===== config.mk =====
export PLATFORM = sky130hd
export DESIGN_NAME = col_psum_accumulator_flat
export DESIGN_NICKNAME = d
export VERILOG_FILES = /design/src/rtl/col_psum_accumulator_if.sv /design/src/rtl/col_psum_accumulator.sv /design/src/flat_wrapper.sv
export SDC_FILE = /design/constraint.sdc
export NUM_CORES = 1
export LEC_CHECK = 0
export CORE_ASPECT_RATIO = 0.75
export CORE_MARGIN = 5
export CORE_UTILIZATION = 52
export DETAILED_ROUTE_END_ITERATION = 7
export GPL_TIMING_DRIVEN = 0
export PLACE_DENSITY_LB_ADDON = 0.12
export SLEW_MARGIN = 20
export SYNTH_ARGS = -nofsm -noshare
export SYNTH_HDL_FRONTEND = slang
export SYNTH_SLANG_ARGS = --single-unit

===== constraint.sdc =====
create_clock -name clk -period 6.2 [get_ports clk]
set_clock_uncertainty 0.05 [all_clocks]
set_input_delay 1.24 -clock clk [delete_from_list [all_inputs] [get_ports clk]]
set_output_delay 1.24 -clock clk [all_outputs]
set_load 0.02 [all_outputs]

===== src/rtl/col_psum_accumulator_if.sv =====
// rtl/col_psum_accumulator_if.sv - partial-sum input and result drain handshake bundle
interface col_psum_accumulator_if #(
  parameter int P_BITWIDTH   = 24,
  parameter int ACC_BITWIDTH = 32
);
  logic [P_BITWIDTH-1:0]   P_in;
  logic                    P_valid;
  logic                    pass_first;
  logic                    pass_last;
  logic                    in_ready;
  logic                    out_valid;
  logic                    out_ready;
  logic [ACC_BITWIDTH-1:0] out_data;
  logic                    out_last;

  // master: MAC column / writeback side; slave: the accumulator
  modport master (
    output P_in, P_valid, pass_first, pass_last, out_ready,
    input  in_ready, out_valid, out_data, out_last
  );

  modport slave (
    input  P_in, P_valid, pass_first, pass_last, out_ready,
    output in_ready, out_valid, out_data, out_last
  );
endinterface


===== src/rtl/col_psum_accumulator.sv =====
// rtl/col_psum_accumulator.sv - per-column K-tile partial-sum accumulator with result drain
module col_psum_accumulator #(
  parameter int P_BITWIDTH   = 24,
  parameter int ACC_BITWIDTH = 32,
  parameter int DEPTH        = 16
) (
  input  logic                   clk,
  input  logic                   rst,
  col_psum_accumulator_if.slave  bus,
  output logic                   drop_err,
  output logic                   acc_ovf
);

  localparam int PTR_W = (DEPTH > 1) ? $clog2(DEPTH) : 1;
  localparam logic [PTR_W-1:0] LAST_PTR = PTR_W'(DEPTH - 1);

  typedef enum logic {ACCUM, DRAIN} state_t;

  state_t                  state;
  logic [PTR_W-1:0]        wr_ptr;
  logic [PTR_W-1:0]        rd_ptr;
  logic                    first_q;
  logic                    last_q;
  logic                    in_ready_q;
  logic                    out_valid_q;
  logic                    out_last_q;
  logic [ACC_BITWIDTH-1:0] out_data_q;

  logic [ACC_BITWIDTH-1:0] mem [DEPTH];

  logic                    eff_first;
  logic                    eff_last;
  logic                    accept;
  logic [PTR_W-1:0]        wr_next;
  logic [PTR_W-1:0]        rd_next;
  logic [ACC_BITWIDTH-1:0] p_ext;
  logic [ACC_BITWIDTH:0]   sum;

  // pass flags only count on beat 0; later beats reuse the latched copy
  always_comb begin
    eff_first = first_q;
    eff_last  = last_q;
    if (wr_ptr == '0) begin
      eff_first = bus.pass_first;
      eff_last  = bus.pass_last;
    end
    accept  = bus.P_valid && (state == ACCUM);
    wr_next = wr_ptr + PTR_W'(1);
    rd_next = rd_ptr + PTR_W'(1);
    p_ext   = ACC_BITWIDTH'(bus.P_in);
    sum     = {1'b0, mem[wr_ptr]} + {1'b0, p_ext};
  end

  // Result storage is deliberately not reset; the first pass overwrites it.
  always_ff @(posedge clk) begin
    if (!rst && accept) begin
      mem[wr_ptr] <= eff_first ? p_ext : sum[ACC_BITWIDTH-1:0];
    end
  end

  always_ff @(posedge clk) begin
    if (rst) begin
      state       <= ACCUM;
      wr_ptr      <= '0;
      rd_ptr      <= '0;
      first_q     <= 1'b0;
      last_q      <= 1'b0;
      in_ready_q  <= 1'b1;
      out_valid_q <= 1'b0;
      out_last_q  <= 1'b0;
      out_data_q  <= '0;
      drop_err    <= 1'b0;
      acc_ovf     <= 1'b0;
    end else begin
      case (state)
        ACCUM: begin
          if (bus.P_valid) begin
            if (wr_ptr == '0) begin
              first_q <= bus.pass_first;
              last_q  <= bus.pass_last;
            end
            if (!eff_first && sum[ACC_BITWIDTH]) begin
              acc_ovf <= 1'b1;
            end
            wr_ptr <= wr_next;
            if ((wr_ptr == LAST_PTR) && eff_last) begin
              // Entry 0 is not the one written this edge (DEPTH >= 2), so it is safe to preload.
              state       <= DRAIN;
              rd_ptr      <= '0;
              in_ready_q  <= 1'b0;
              out_valid_q <= 1'b1;
              out_last_q  <= 1'b0;
              out_data_q  <= mem[0];
            end
          end
        end

        DRAIN: begin
          if (bus.P_valid) begin
            drop_err <= 1'b1;
          end
          if (bus.out_ready) begin
            if (rd_ptr == LAST_PTR) begin
              state       <= ACCUM;
              wr_ptr      <= '0;
              rd_ptr      <= '0;
              in_ready_q  <= 1'b1;
              out_valid_q <= 1'b0;
              out_last_q  <= 1'b0;
              out_data_q  <= '0;
            end else begin
              rd_ptr      <= rd_next;
              out_data_q  <= mem[rd_next];
              out_last_q  <= (rd_next == LAST_PTR);
            end
          end
        end

        default: state <= ACCUM;
      endcase
    end
  end

  assign bus.in_ready  = in_ready_q;
  assign bus.out_valid = out_valid_q;
  assign bus.out_last  = out_last_q;
  assign bus.out_data  = out_data_q;

endmodule


===== src/flat_wrapper.sv =====
// flat-port wrapper written by rule: the top's interface ports become plain ports
module col_psum_accumulator_flat 
#(
  parameter int P_BITWIDTH   = 24,
  parameter int ACC_BITWIDTH = 32,
  parameter int DEPTH        = 16
)
  (clk, rst, drop_err, acc_ovf, bus_P_in, bus_P_valid, bus_pass_first, bus_pass_last, bus_out_ready, bus_in_ready, bus_out_valid, bus_out_data, bus_out_last);
  col_psum_accumulator_if #(.P_BITWIDTH(P_BITWIDTH), .ACC_BITWIDTH(ACC_BITWIDTH)) bus_i ();
  input  logic clk;
  input  logic rst;
  output logic drop_err;
  output logic acc_ovf;
  input wire logic [$bits(bus_i.P_in)-1:0] bus_P_in;
  input wire logic [$bits(bus_i.P_valid)-1:0] bus_P_valid;
  input wire logic [$bits(bus_i.pass_first)-1:0] bus_pass_first;
  input wire logic [$bits(bus_i.pass_last)-1:0] bus_pass_last;
  input wire logic [$bits(bus_i.out_ready)-1:0] bus_out_ready;
  output wire logic [$bits(bus_i.in_ready)-1:0] bus_in_ready;
  output wire logic [$bits(bus_i.out_valid)-1:0] bus_out_valid;
  output wire logic [$bits(bus_i.out_data)-1:0] bus_out_data;
  output wire logic [$bits(bus_i.out_last)-1:0] bus_out_last;
  assign bus_i.P_in = bus_P_in;
  assign bus_i.P_valid = bus_P_valid;
  assign bus_i.pass_first = bus_pass_first;
  assign bus_i.pass_last = bus_pass_last;
  assign bus_i.out_ready = bus_out_ready;
  assign bus_in_ready = bus_i.in_ready;
  assign bus_out_valid = bus_i.out_valid;
  assign bus_out_data = bus_i.out_data;
  assign bus_out_last = bus_i.out_last;
  col_psum_accumulator #(.P_BITWIDTH(P_BITWIDTH), .ACC_BITWIDTH(ACC_BITWIDTH), .DEPTH(DEPTH)) u_core (.clk(clk), .rst(rst), .bus(bus_i), .drop_err(drop_err), .acc_ovf(acc_ovf));
endmodule

### Met1 routing, run 1

The bar under the picture is 100 um long.
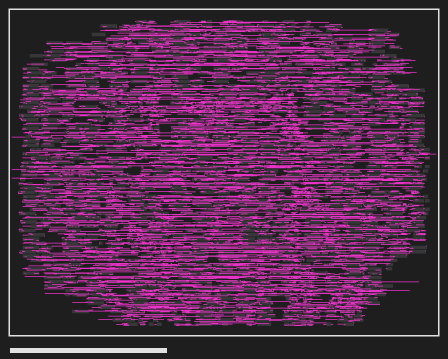
The layer holds 39% of the routed length. The wires run mostly horizontal.
total wirelength of the detailed-routed design: 83,400 um
global routing usage on met1: 42.3%
total number of vias: 17,100

### Wiring by layer, run 1

The bar under the picture is 100 um long. Only two layers are drawn.
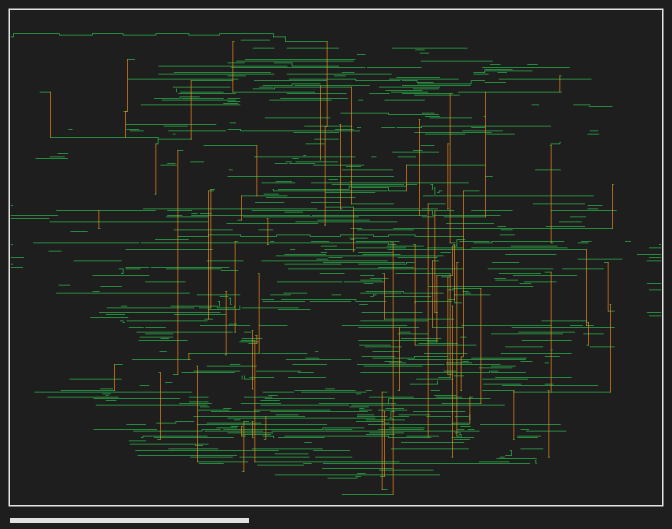
Green is met3, wire length 10,300 um. Orange is met4, wire length 2,190 um.

### Layout detail, run 1

The bar under the picture is 5 um long. Window x 195 to 215, y 146 to 166 um. Cells in grey, sequential cells in the stronger grey; small squares are vias.
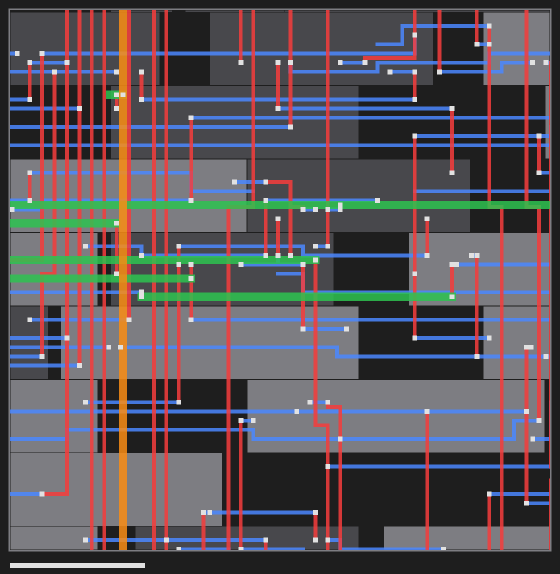
Green is met3. Red is met2. Blue is met1. Orange is met4.
9 logic cells have their middle in the window. Sequential cells in the window: 4. Most frequent: mux4_2 (4), edfxtp_1 (4), clkbuf_16 (1). Netlist names of flops here include u_core.mem (4).

==> flow_summary.json, run 1 <==
{
  "largest_delay_share_family_worst_path": "AND-OR/OR-AND gates",
  "initial_drt_markers": 2204,
  "cts.repair_timing.setup_buffer_count": 0,
  "yosys.area_share.simple_pct": 3.59,
  "worst_setup_path_endpoint": "u_core.mem[5][30]$_DFFE_PP_",
  "fp_nets": 1582,
  "timing.final.crit_period_ns": 6.19,
  "num_rows": 72,
  "die_span_x_um": 273,
  "synth-edff-count": 512,
  "seq_cells": 564,
  "worst-path-max-fanout": 16,
  "sh_comb_area_pct": 32.2,
  "syn-instance-count": 1521,
  "critical_path.cell_chain": "buf_2 -> buf_4 -> buf_2 -> clkdlybuf4s15_2 -> mux4_2 -> mux4_2 -> ha_1 -> inv_1 -> fa_1 -> nand2b_1 -> a21oi_1 -> o211ai_1 -> a21oi_1 -> o21ai_0 -> a21oi_1 -> mux2i_4",
  "power.switching_fraction_pct": 23.6,
  "largest_register_ff_count": 512,
  "finalNetCount": 1760,
  "asyncSetResetFlopFracSynth_pct": 0,
  "slowest_delay_ns": 0.64,
  "clock.fmax_mhz": 161,
  "crit_arrival_ns": 6.51,
  "io_buffer_count": 66,
  "top_cells_by_count": "sky130_fd_sc_hd__edfxtp_1, sky130_fd_sc_hd__mux4_2, sky130_fd_sc_hd__nor2_1, sky130_fd_sc_hd__a21oi_1, sky130_fd_sc_hd__mux2i_1",
  "place.detailed.hpwl_um": 58000,
  "htreeDepth": 2,
  "wl_met2_um": 38100,
  "drv_cap": 0,
  "number_of_multi_input_combinational_cells": 838,
  "design.core.area_mm2": 0.0515,
  "fraction_of_standard_cell_area_that_is_sequential_pct": 51.8,
  "yosysTopAreaCellShare_pct": 56.9,
  "setup_ws_ns": 0.00534,
  "whs_endpoint": "u_core.drop_err$_SDFFE_PP0P_",
  "drt_pre_antenna_iters": 5,
  "route.top_layer_used": "met4",
  "worst_path_most_repeated_cell": "sky130_fd_sc_hd__a21oi_1",
  "timing.reg2reg.setup_slack_ns": 0.005,
  "avgViaCountPerCell": 6.97,
  "grt_busiest_layer": "met2",
  "holdWs_ns": 0.423,
  "maxPowerGroup": "registers",
  "clk-insertion-delay-late_ns": 0.63,
  "tapcell_count": 703,
  "fp.dieH_um": 207,
  "mi_logic_area_mm2": 0.0102,
  "synth.yosys.warnings": 0,
  "yosysUniqueCellTypes": 65,
  "layout.clock_buffers": 77,
  "worst_slew_pin_slew_ns": 1.18,
  "global_route_usage_over_all_layers_pct": 29.2,
  "cp.required_ns": 6.51,
  "layout-drive-gt1-share_pct": 29.7,
  "post-layout-total-power_mw": 9.21,
  "grt_util_met2_pct": 44.2,
  "hold_crit_path_type": "reg2reg",
  "worst_hold_path.num_cells": 2,
  "layout.cells.largest_class": "sequential cells",
  "ctsHoldBuffers": 0,
  "run_status": "finished clean",
  "critical_path.startpoint_type": "flop",
  "dpl_worst_slack_ns": -0.488,
  "synth.comb.largest_family": "multiplexers",
  "critPathCaptureType": "flop",
  "powerSeq_mw": 4.44,
  "hold_viol": 0,
  "cts.reportedPaths.clkPinSlew_ns": 0.07,
  "final_min_period_over_clock_period_pct": 99.9,
  "finish.utilization_pct": 61.5,
  "route.layer.met1.wl_um": 32900,
  "clock_power_mw": 3.79,
  "leakagePower_nw": 10.1
}
==> inputs of run 2 (changes only) <==
Settings changed: CORE_MARGIN 5 to unset, PLACE_DENSITY_LB_ADDON 0.12 to 0.25.
==> run 2 against run 1 <==
Effect of this change:
- register-to-register slack improved by 0.11 ns
- core utilization about the same
- count of clock-buffer cells in the layout decreased by 8
- power shrank 4.8%
==> flow_summary.json, run 2 <==
{
  "initial_drt_markers": 2679,
  "leakagePower_nw": 9.84,
  "setup_ws_ns": 0.119,
  "drv_cap": 0,
  "finalNetCount": 1752,
  "clock.fmax_mhz": 164,
  "syn-instance-count": 1521,
  "worst-path-max-fanout": 16,
  "cp.required_ns": 6.47,
  "crit_arrival_ns": 6.35,
  "cts.repair_timing.setup_buffer_count": 0,
  "tapcell_count": 693,
  "synth.yosys.warnings": 0,
  "fp.dieH_um": 199,
  "yosysTopAreaCellShare_pct": 56.9,
  "routed-via-count": 17200,
  "maxPowerGroup": "registers",
  "wl_met2_um": 36800,
  "worst_path_most_repeated_cell": "sky130_fd_sc_hd__a21oi_1",
  "asyncSetResetFlopFracSynth_pct": 0,
  "grt_util_met2_pct": 47.1,
  "grt_busiest_layer": "met2",
  "design.core.area_mm2": 0.0507,
  "mi_logic_area_mm2": 0.0102,
  "timing.final.crit_period_ns": 6.08,
  "yosys.area_share.simple_pct": 3.59,
  "layout.cells.largest_class": "sequential cells",
  "place.detailed.hpwl_um": 55700,
  "timing.reg2reg.setup_slack_ns": 0.12,
  "route.layer.met1.wl_um": 31900,
  "power.switching_fraction_pct": 24.6,
  "seq_cells": 564,
  "critPathCaptureType": "flop",
  "hold_crit_path_type": "reg2reg",
  "slowest_delay_ns": 0.69,
  "largest_delay_share_family_worst_path": "buffers and inverters",
  "critical_path.cell_chain": "buf_2 -> buf_4 -> buf_2 -> clkdlybuf4s15_2 -> mux4_2 -> mux4_2 -> ha_1 -> inv_1 -> fa_1 -> nand2b_1 -> a21oi_1 -> o211ai_1 -> a21oi_1 -> o21ai_0 -> a21oi_1 -> mux2i_2",
  "clock_power_mw": 3.35,
  "holdWs_ns": 0.425,
  "run_status": "finished clean"
}
### Wiring by layer, run 2

The bar under the picture is 100 um long. Only two layers are drawn.
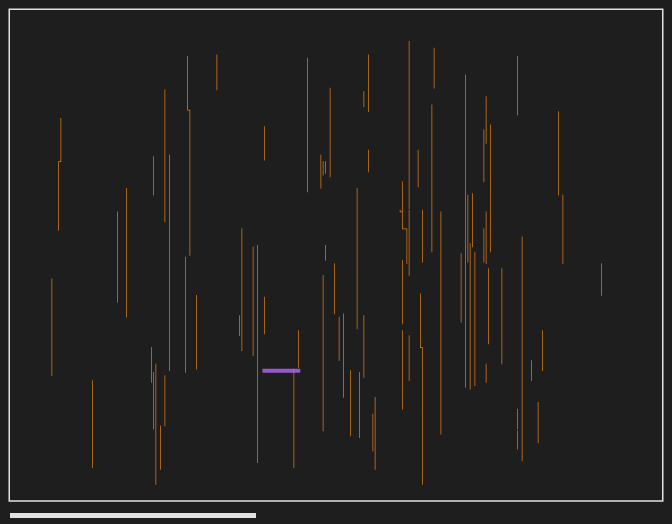
Purple is met5, wire length 13.8 um. Orange is met4, wire length 2,670 um.

==> inputs of run 3 (changes only) <==
Settings changed: CORE_UTILIZATION 52 to 62.
### Wiring by layer, run 3

The bar under the picture is 50 um long. Only two layers are drawn.
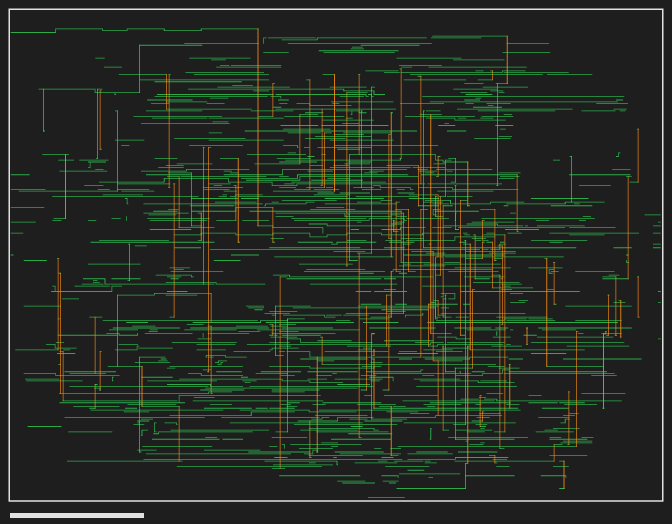
Orange is met4, wire length 3,400 um. Green is met3, wire length 12,900 um.
total wirelength of the detailed-routed design: 81,800 um
total number of vias: 17,800

==> run 3 against run 2 <==
Effect of this change:
- power fell by 0.65%
- area after synthesis did not move
- cell count fell by 5.2%
- sequential share of layout area rose by 0.28 points
- count of clock-buffer cells in the layout rose by 4
- critical endpoint is now u_core.mem[14][28]$_DFFE_PP_
- combinational power rose by 0.6%
- die size fell by 16%
==> flow_summary.json, run 3 <==
{
  "sh_comb_area_pct": 32.9,
  "drt_pre_antenna_iters": 5,
  "clockBufferDepth": 3,
  "finalNetCount": 1750,
  "clock_power_mw": 3.29,
  "grt_busiest_layer": "met2",
  "place.detailed.hpwl_um": 55200,
  "yosys.area_share.simple_pct": 3.59,
  "powerSeq_mw": 4.44,
  "fp.dieH_um": 183,
  "dpl_worst_slack_ns": -0.225,
  "num_rows": 65,
  "layout-drive-gt1-share_pct": 28.6,
  "clk-insertion-delay-late_ns": 0.60,
  "wl_met2_um": 37300,
  "avgViaCountPerCell": 7.71,
  "yosysTopAreaCellShare_pct": 56.9,
  "route.layer.met1.wl_um": 28200,
  "largest_delay_share_family_worst_path": "buffers and inverters",
  "tapcell_count": 569,
  "grt_util_met2_pct": 56.6,
  "top_cells_by_count": "sky130_fd_sc_hd__edfxtp_1, sky130_fd_sc_hd__mux4_2, sky130_fd_sc_hd__nor2_1, sky130_fd_sc_hd__a21oi_1, sky130_fd_sc_hd__mux2i_1",
  "p_per_area_mw_per_mm2": 281,
  "fp_nets": 1582,
  "fraction_of_standard_cell_area_that_is_sequential_pct": 52.9,
  "cts.repair_timing.setup_buffer_count": 0,
  "design.core.area_mm2": 0.0425,
  "wl_per_cell_um": 35.5,
  "global_route_usage_over_all_layers_pct": 37.4,
  "largest_register_ff_count": 512,
  "htreeDepth": 2,
  "asyncSetResetFlopFracSynth_pct": 0,
  "seq_cells": 564,
  "io_buffer_count": 66,
  "hold_viol": 0,
  "post-layout-total-power_mw": 8.72,
  "synth.yosys.warnings": 0,
  "area_share_nonclk_buffers_pct": 6.13,
  "pwr-share-clk_pct": 37.7,
  "run_status": "finished clean",
  "final_min_period_over_clock_period_pct": 98.4,
  "hold_crit_path_type": "reg2reg",
  "ctsHoldBuffers": 0,
  "clock.fmax_mhz": 164,
  "route.top_layer_used": "met4",
  "finish.utilization_pct": 73.0,
  "netlist.top_cell.by_area": "sky130_fd_sc_hd__edfxtp_1",
  "final_cell_mix": "sky130_fd_sc_hd__edfxtp_1, sky130_fd_sc_hd__mux4_2, sky130_fd_sc_hd__nor2_1, sky130_fd_sc_hd__clkdlybuf4s50_1, sky130_fd_sc_hd__a21oi_1",
  "maxPowerGroup": "registers",
  "timing.critical_path.depth": 16,
  "worst_hold_path.num_cells": 1,
  "worst_slew_pin_slew_ns": 1.20,
  "worst-path-max-fanout": 16,
  "syn-instance-count": 1521,
  "dominantRegCellSynth": "sky130_fd_sc_hd__edfxtp_1",
  "cts.reportedPaths.clkPinSlew_ns": 0.06,
  "yosysUniqueCellTypes": 65,
  "power.switching_fraction_pct": 24.4,
  "critical_path.startpoint_type": "flop",
  "layout.cells.largest_class": "sequential cells",
  "leakagePower_nw": 9.82,
  "worst_setup_path_endpoint": "u_core.mem[14][28]$_DFFE_PP_",
  "setup_ws_ns": 0.0981,
  "initial_drt_markers": 3025,
  "grt-ovfl-total": 0,
  "synth-edff-count": 512,
  "critical_path.cell_chain": "buf_2 -> buf_4 -> buf_2 -> clkdlybuf4s15_2 -> mux4_2 -> mux4_2 -> ha_1 -> inv_1 -> fa_1 -> nand2b_1 -> a21oi_1 -> o211ai_1 -> a21oi_1 -> o21a_1 -> o21ai_0 -> mux2i_2",
  "whs_endpoint": "u_core.acc_ovf$_SDFFE_PP0P_",
  "drv_cap": 0,
  "holdWs_ns": 0.425,
  "cp.required_ns": 6.43,
  "crit_arrival_ns": 6.34,
  "number_of_multi_input_combinational_cells": 838,
  "critPathCaptureType": "flop",
  "timing.reg2reg.setup_slack_ns": 0.1,
  "stdcell_area_mm2": 0.0310,
  "die_span_x_um": 243,
  "areaGrowthSynthToFinish_pct": 14.8,
  "layout.clock_buffers": 73,
  "synth.comb.largest_family": "multiplexers",
  "routabilityCongestion": 0.957,
  "mi_logic_area_mm2": 0.0102,
  "timing.final.crit_period_ns": 6.10,
  "rsz0062_at_grt": "no",
  "slowest_delay_ns": 0.72,
  "grt.met1_usage_pct": 52.0
}

==> layout pictures side by side <==
Wiring heat map.
picture 1
The die is cut into 24 by 18 equal tiles; white is low, dark blue is high, scaled to the fullest tile. Values are wire area over tile area, all layers added.
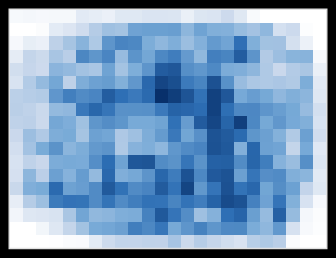
picture 2
The die is cut into 27 by 21 equal tiles; white is low, dark blue is high, scaled to the fullest tile. Values are wire area over tile area, all layers added.
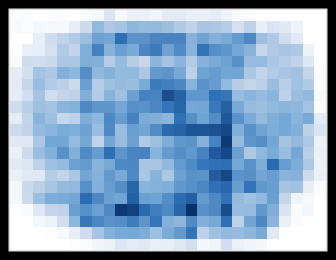
picture 3
The die is cut into 27 by 20 equal tiles; white is low, dark blue is high, scaled to the fullest tile. Values are wire area over tile area, all layers added.
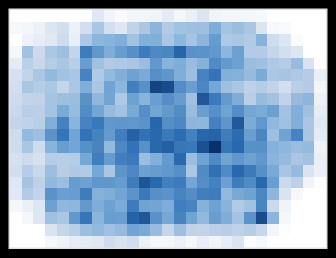
picture 3 -> run 2
picture 1 -> run 3
picture 2 -> run 1

No activity file was given, so power comes from the tool's default toggle rates.
